==> run_1/sizes.png <==
Scale bar: 10 µm.
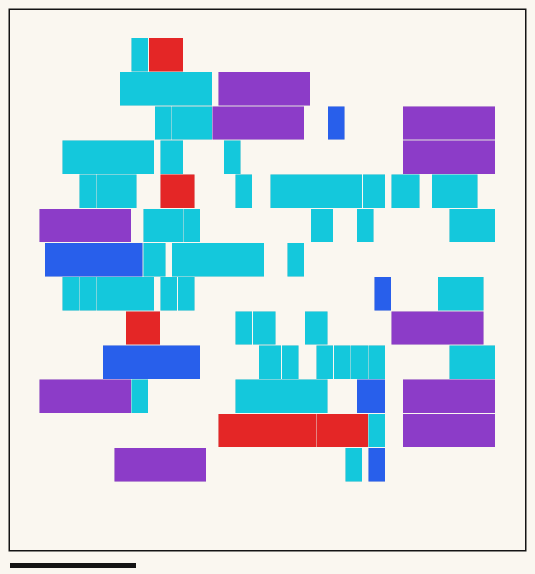
==> run_1/placement.png <==
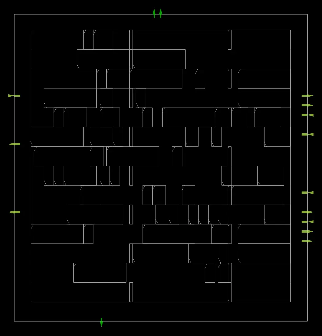
==> run_1/metal_density.png <==
Scale bar: 10 µm. The die is cut into 8 by 9 equal tiles; dark purple is low, yellow is high, scaled to the fullest tile. Values are wire area over tile area, all layers added.
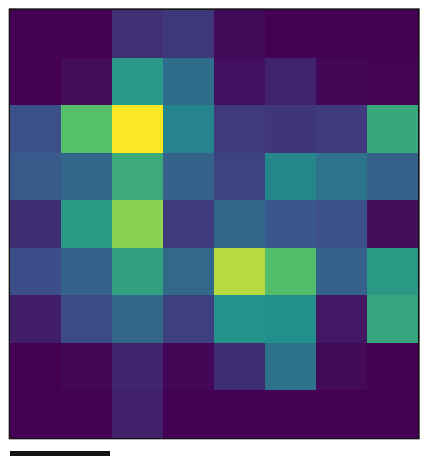
==> run_1/flops_by_reg.png <==
Other cells in gray.
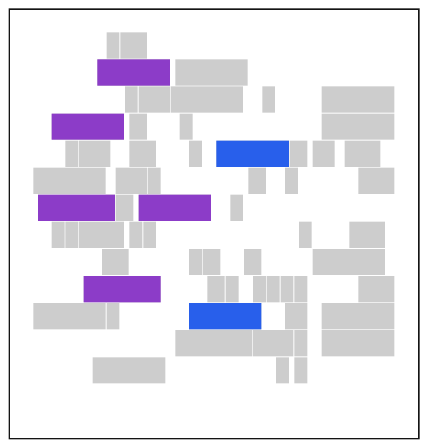
===== src/rtl/keccak_round_sequencer.sv =====
// Round sequencer for the Keccak-f[1600] datapath: accepts a state, steps the round
// index in groups of UNROLL, then holds the result under a valid/ready handshake.
// Build option KECCAK_PERM_COUNT_EN adds a saturating completed-permutation counter.
module keccak_round_sequencer #(
    parameter int NUM_ROUNDS = 24,
    parameter int UNROLL     = 1
) (
    input  logic        clk,
    input  logic        rst,
    input  logic        in_valid,
    output logic        in_ready,
    input  logic        abort,
    output logic        load_en,
    output logic        round_en,
    output logic [4:0]  round_idx,
    output logic        out_valid,
    input  logic        out_ready,
    output logic        busy
`ifdef KECCAK_PERM_COUNT_EN
    ,
    output logic [31:0] perm_count
`endif
);

    typedef enum logic [1:0] {
        ST_IDLE  = 2'b00,
        ST_ROUND = 2'b01,
        ST_DONE  = 2'b10
    } state_e;

    localparam logic [4:0] IDX_STEP = 5'(UNROLL);
    localparam logic [4:0] IDX_LAST = 5'(NUM_ROUNDS - UNROLL);

    state_e     state_q;
    state_e     state_d;
    logic [4:0] idx_q;
    logic [4:0] idx_d;
    logic       accept_s;
    logic       in_ready_s;

    // State and round-index registers.
    always_ff @(posedge clk) begin
        if (rst) begin
            state_q <= ST_IDLE;
            idx_q   <= 5'd0;
        end else begin
            state_q <= state_d;
            idx_q   <= idx_d;
        end
    end

    // Accept handshake: abort and reset both veto a load, even when the result is taken.
    always_comb begin
        in_ready_s = 1'b0;
        if (rst) begin
            in_ready_s = 1'b0;
        end else begin
            case (state_q)
                ST_IDLE:  in_ready_s = 1'b1;
                ST_DONE:  in_ready_s = out_ready & ~abort;
                default:  in_ready_s = 1'b0;
            endcase
        end
        accept_s = in_ready_s & in_valid;
    end

    // Next-state and round-index logic.
    always_comb begin
        state_d = state_q;
        idx_d   = idx_q;
        case (state_q)
            ST_IDLE: begin
                idx_d = 5'd0;
                if (accept_s) begin
                    state_d = ST_ROUND;
                end else begin
                    state_d = ST_IDLE;
                end
            end
            ST_ROUND: begin
                if (abort) begin
                    state_d = ST_IDLE;
                    idx_d   = 5'd0;
                end else if (idx_q == IDX_LAST) begin
                    state_d = ST_DONE;
                    idx_d   = 5'd0;
                end else begin
                    state_d = ST_ROUND;
                    idx_d   = idx_q + IDX_STEP;
                end
            end
            ST_DONE: begin
                idx_d = 5'd0;
                if (abort) begin
                    state_d = ST_IDLE;
                end else if (out_ready) begin
                    // Back-to-back: result consumed and next state loaded in one cycle.
                    if (accept_s) begin
                        state_d = ST_ROUND;
                    end else begin
                        state_d = ST_IDLE;
                    end
                end else begin
                    state_d = ST_DONE;
                end
            end
            default: begin
                state_d = ST_IDLE;
                idx_d   = 5'd0;
            end
        endcase
    end

    assign in_ready  = in_ready_s;
    assign load_en   = accept_s;
    assign round_en  = (state_q == ST_ROUND);
    assign round_idx = idx_q;
    assign out_valid = (state_q == ST_DONE);
    assign busy      = (state_q != ST_IDLE);

`ifdef KECCAK_PERM_COUNT_EN
    logic [31:0] perm_cnt_q;
    logic [31:0] perm_cnt_d;
    logic        consume_s;

    // A result only counts when the consumer takes it and no abort cancels it.
    always_comb begin
        consume_s  = (state_q == ST_DONE) & out_ready & ~abort;
        perm_cnt_d = perm_cnt_q;
        if (consume_s && (perm_cnt_q != 32'hFFFF_FFFF)) begin
            perm_cnt_d = perm_cnt_q + 32'd1;
        end else begin
            perm_cnt_d = perm_cnt_q;
        end
    end

    // Counter register; cleared only by reset.
    always_ff @(posedge clk) begin
        if (rst) begin
            perm_cnt_q <= 32'd0;
        end else begin
            perm_cnt_q <= perm_cnt_d;
        end
    end

    assign perm_count = perm_cnt_q;
`endif

endmodule


===== config.mk =====
export PLATFORM = sky130hd
export DESIGN_NAME = keccak_round_sequencer
export DESIGN_NICKNAME = d
export VERILOG_FILES = /design/src/rtl/keccak_round_sequencer.sv
export SDC_FILE = /design/constraint.sdc
export NUM_CORES = 1
export LEC_CHECK = 0
export ABC_AREA = 1
export CORE_AREA = 2 2 39 41
export CTS_CLUSTER_DIAMETER = 80
export DETAILED_ROUTE_END_ITERATION = 7
export DIE_AREA = 0 0 41 43
export PLACE_DENSITY_LB_ADDON = 0.08
export SLEW_MARGIN = 0
export SYNTH_ARGS = -nofsm -noshare
export SYNTH_HDL_FRONTEND = slang
export SYNTH_SLANG_ARGS = --single-unit

===== constraint.sdc =====
create_clock -name clk -period 1.6 [get_ports clk]
set_input_delay 0.24 -clock clk [delete_from_list [all_inputs] [get_ports clk]]
set_output_delay 0.24 -clock clk [all_outputs]
set_load 0.1 [all_outputs]

==> reports/qor.txt, run 1 <==
Number of standard cells reported by yosys: 45
Met1 Use GR: 13.0%
Layout Skew: 0.615 ps
CP delay by family, top: buffers and inverters
CTS Buf Count: 3
VDD IR-drop max: 0.357 mV
Die W: 41 µm
RSZ-0062 raised after global routing: false
Unique masters post-synth: 14
Status: finished, final reports clean
Yosys chip area: 345 µm²
Leak Pwr: 0.264 nW
Ys Warns: 0
Total die size: 1760 µm²
Routed Antenna Nets: 0
Slew @ Worst Pin: 245 ps
Fin nets: 70
Startpoint Class: input pin
Most used logic cell in the final layout: buf_12
Synthesized netlist cell count: 45
Crit path buf inv count: 4
Filler cell count: 137
IO Count: 15
Syn_area_per_cell: 7.67 µm²
Fin. Hold Viols: 0
Final min period: 1490 ps
Mapped Nets: 51
Residual DRC count: 0
Top cells excl fill/tap: 10 x buf_12, 7 x nand2_1, 7 x nor2_1
CTS resizes: 0
Worst-path maximum fanout: 4
Met2 Resource Use GR: 13.4%
TritonCTS clock tree: yes
Synthesis-stage register bit count: 7
Clock buffer depth: 2
Flop area: 143 µm²
Number of I/O port buffers: 14
Final wirelength: 698 µm
Clk pin slew, worst setup/hold paths: 50 ps
Die Y: 43 µm
Crit path DAT: 1250 ps
Initial antenna violation count: 0
Rel. slew slack: 83.6%
Area Growth Syn to Fin: 83.7%
Fin Setup TNS: 0 ps
CTS Sinks: 7
Pre-Place Util: 25.0%
Slowest-stage cell, CP: clkdlybuf4s50_1
Final setup viols: 0
Tool warnings: 26
Top cell area share: 40.6%
Global placer's final weighted congestion: 0.583
Share of layout cells above drive strength 1: 33.3%
HPWL after detailed placement: 546 µm
Vias: 318
Initial drt markers: 3
Worst Setup Path Type: input pin to output pin
Post-route clock period utilization: 93.2%
Worst setup EP type: output pin
Root Buffer: clkbuf_4
Worst hold slack: 466 ps
Critical path, cell by cell: clkdlybuf4s50_1, inv_2, nand2_1, nand2_1, nand3_1, inv_2, buf_12
Vias in the first global route: 290
# hold bufs at CTS: 0
Vias per cell: 4.03
Drt wl/cell: 8.84 µm
Placed insts: 75
First-pass detailed-route iteration total: 2
Post-synth top area cell: dfxtp_1
Logic area: 171 µm²
Worst hold path class: flop to flop
Post-Syn Area: 345 µm²
Slew Limit Fails: 0
Delay of the slowest critical-path stage: 420 ps
Core area: 1380 µm²
GRT met3 Usage: 1.57%
Setup Fix Bufs, Post-CTS: 0
First-pass GRT wire length: 1150 µm
Max-cap violations: 0
Pwr/cell area: 711 nW/µm²
Max H-tree Level: 1
-- sizes.png (at the start) --
[red] _3 and _4 cells | cells: 5 | share: 7.9% | most used: clkbuf_4
[cyan] _0 and _1 cells | cells: 42 | share: 67%
[blue] _2 cells | cells: 6 | share: 9.5% | most used: inv_2
[purple] _6 and larger | cells: 10 | share: 16% | most used: buf_12

-- placement.png (at the start) --
post-route insts no fill: 79
Rows: 14
final core utilization: 45.8%

-- metal_density.png (at the start) --
emptiest ninth of the die: bottom left
mean over tiles: 0.065
fullest tile: 0.26
nearly empty tiles: 26%

-- flops_by_reg.png (at the start) --
[blue] `state_q` | sequential cells: 2
[purple] `round_idx` | sequential cells: 5 | where: left middle

## run 1: area by class of cell
cell class,count,area share (%)
multi-input cells,29,27.0
inverters,9,5.33
repair buffers,14,37.9
flip-flops and latches,7,22.5
clock buffers,4,4.14
well taps,16,3.16
## run 1: state kept, by name, summed over array words and instances (netlist names)
signal     count
state_q        2
round_idx      5
## run 1: worst register-to-register path: cells and delay by family, from the launching register on
family	cells	cell delay (ps)
adders and majority gates	1	240
buffers and inverters	1	50
DFF	1	340
and+or+nand+nor	4	440
## run 1: logic make-up after synthesis
family,count (synthesis),synth area share (%)
fa+ha+maj,1,3.62
compound gates,2,2.90
simple gates,23,35.5
buf+inv,9,9.78
xor+xnor,3,7.61
flops,7,40.6
## run 1: layer usage
metal	up-vias	part of all wire, %
li1	175	-
met1	131	45
met2	12	47
met3	0	8.7
met4	0	0
met5	-	0
## run 1: synthesized netlist by cell type (all sizes together)
cell / instances
nor2: 9
xnor2: 1
inv: 9
nand2: 7
xor2: 2
ha: 1
nand4: 1
a21oi: 2
nand3: 5
and2: 1
dfxtp: 7
## run 1: final timing paths
| kind | start | to | slack, ps | depth (start not counted) |
|---|---|---|---|---|
| hold reg to reg | round_idx[0] | round_idx[0] | 470 | 1 |
| setup reg to reg | round_idx[0] | round_idx[0] | 470 | 6 |
| setup / recovery | abort | load_en | 110 | 7 |
| hold / removal | round_idx[0] | round_idx[0] | 470 | 1 |
## run 1: where the power goes
group	internal (mW)	switching, mW	total (mW)
Combinational	0.0402	0.0695	0.110
Clock	0.0953	0.0669	0.162
Sequential	0.176	0.00254	0.179
## run 1: per-stage QoR
| stage | area [µm²] | setup slack, ps |
|---|---|---|
| global placement | 608 | 55.5 |
| finish | 634 | 110 |
| CTS | 634 | 32.9 |
| floorplan | 348 | 27.0 |
| global route | 634 | 14.2 |
| detailed placement | 608 | 39.8 |
--- run 2 (diff from run 1) ---
- ABC_AREA: 1 -> default
- TNS_END_PERCENT: default -> 30
==> run_2/sizes.png <==
Scale bar: 10 µm.
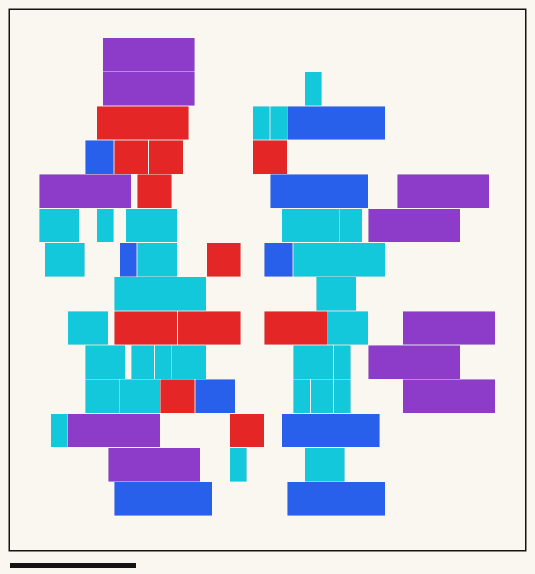
[cyan] _0 and _1 cells | cells: 29 | share: 49%
[blue] _2 cells | cells: 9 | share: 15% | most used: dfxtp_2
[red] _3 and _4 cells | cells: 11 | share: 19% | most used: buf_4
[purple] _6 and larger | cells: 10 | share: 17% | most used: buf_12

==> reports/qor.txt, run 2 <==
Status: finished, final reports clean
Pre-Place Util: 25.6%
TritonCTS clock tree: yes
Crit path DAT: 1300 ps
Async SR Flop Fraction: 0%
RSZ-0062 raised after global routing: false
Clock buffer depth: 2
Synthesized netlist cell count: 37
Post-layout instance area: 684 µm²
Layout Skew: 1.67 ps
CTS Buf Count: 3
Met1 Use GR: 12.0%
Slew @ Worst Pin: 289 ps
Leak Pwr: 0.296 nW
Hold path cells: 2
Max reg flops: 5
Initial drt markers: 0
Most frequent cell after synthesis: dfxtp_1
Final min period: 1540 ps
Top cells excl fill/tap: 10 x buf_12, 5 x dfxtp_2, 4 x inv_1, 4 x dlygate4sd2_1, 4 x buf_4
Number of standard cells reported by yosys: 37
Worst hold slack: 396 ps
Worst-path maximum fanout: 7
IO Count: 15
Final setup viols: 0
Clk pin slew, worst setup/hold paths: 50 ps
Top cell area share: 39.6%
Routed Antenna Nets: 0
Vias per cell: 4.48
Slew Limit Fails: 0
Post-route clock period utilization: 96.0%
Ys Warns: 0
Synthesis-stage register bit count: 7
First-pass GRT wire length: 1410 µm
Max-cap violations: 0
Met2 Resource Use GR: 18.4%
Root Buffer: clkbuf_4
Die Y: 43 µm
Residual DRC count: 0
Die W: 41 µm
Worst setup EP type: output pin
Unique masters post-synth: 22
Number of I/O port buffers: 14
Logic area: 208 µm²
Reg2Reg Depth: 3
Post-route insts no fill: 75
Core area: 1380 µm²
Final wirelength: 746 µm
Area Growth Syn to Fin: 93.3%
Total die size: 1760 µm²
Global placer's final weighted congestion: 0.673
Mapped Nets: 43
Vias in the first global route: 357
Rel. slew slack: 80.7%
Worst hold path class: input pin to flop
Post-synth top area cell: dfxtp_1
Final core utilization: 49.5%
CTS Sinks: 7
Share of layout cells above drive strength 1: 50.8%
VDD IR-drop max: 0.317 mV
Placed Instance Area: 654 µm²
Syn_area_per_cell: 9.57 µm²
Top cells by count, synth: 7 x dfxtp_1, 5 x inv_1, 3 x nor2_1
Initial antenna violation count: 0
Startpoint Class: flop
Flop area: 146 µm²
Drt wl/cell: 9.95 µm
Fin nets: 66
==> run_2/metal_density.png <==
Scale bar: 10 µm. The die is cut into 8 by 9 equal tiles; dark purple is low, yellow is high, scaled to the fullest tile. Values are wire area over tile area, all layers added.
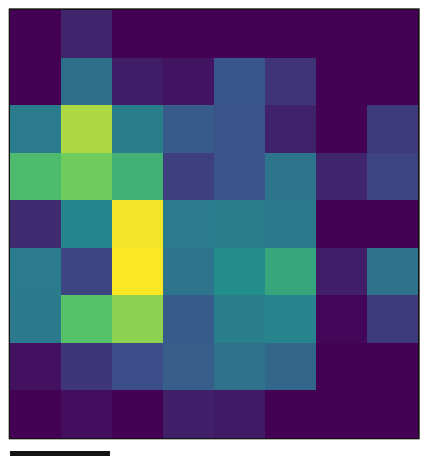
Vias: 336
GRT Util Overall: 11.9%

-- run 2: through the flow --
step | TNS [ps] | setup WS [ps]
2_1_floorplan | -106 | -77.6
3_3_place_gp | -326 | -161
3_5_place_dp | -399 | -165
4_1_cts | 0 | 6.72
5_1_grt | 0 | 5.49
6_report | 0 | 63.5
-- run 2: what timing repair did --
action | CTS | global route
endpoints found under the setup margin | 2 | 1
hold buffers | 0 | 0
pin swaps | 1 | 0
resized | 5 | 1
setup buffers | 1 | 0
-- run 2: cell type report --
type	instances	share of cell area [%]
clock buffers	4	3.84
repair buffers	18	38.8
well taps	16	2.93
inverters	5	2.74
multi-input cells	25	30.3
flip-flops and latches	7	21.4
-- run 2: worst max-delay path, stage by stage, from the launching register on --
cell and delay [ps]:
dfxtp_2 360, a2111o_1 440, inv_2 80, buf_12 170
-- run 2: worst paths after layout --
path	startpoint	slack, ps	end
max	state_q[1]	60	load_en
min	rst	400	state_q[1]
max reg2reg	state_q[0]	290	round_idx[1]
min reg2reg	round_idx[0]	460	round_idx[0]
-- run 2: kinds of logic (layout without fill, tap and decap cells) --
kind of cell | Yosys count | count (layout) | share of synthesized area, %
flip-flops | 7 | 7 | 39.6
AND/OR/NAND/NOR | 17 | 17 | 35.0
AND-OR/OR-AND | 5 | 5 | 11.7
adder cells (fa/ha/maj) | 1 | 1 | 3.53
buffers and inverters | 5 | 27 | 5.30
XOR/XNOR | 2 | 2 | 4.95
-- run 2: routing by layer --
| layer | wire [µm] | share of wire, % |
|---|---|---|
| met2 | 381 | 51 |
| met4 | 8 | 1.1 |
| met5 | 0 | 0 |
| met3 | 85 | 11 |
| met1 | 271 | 36 |
-- run 2: report_power, final --
part / leakage, nW / total (mW) / switching [mW] / internal, mW
sequential: 0.0591 / 0.181 / 0.00412 / 0.177
combinational: 0.222 / 0.118 / 0.0695 / 0.0487
clock: 0.0150 / 0.155 / 0.0602 / 0.0949
total: 0.296 / 0.454 / 0.134 / 0.320
Power and IR drop assume default switching activity.
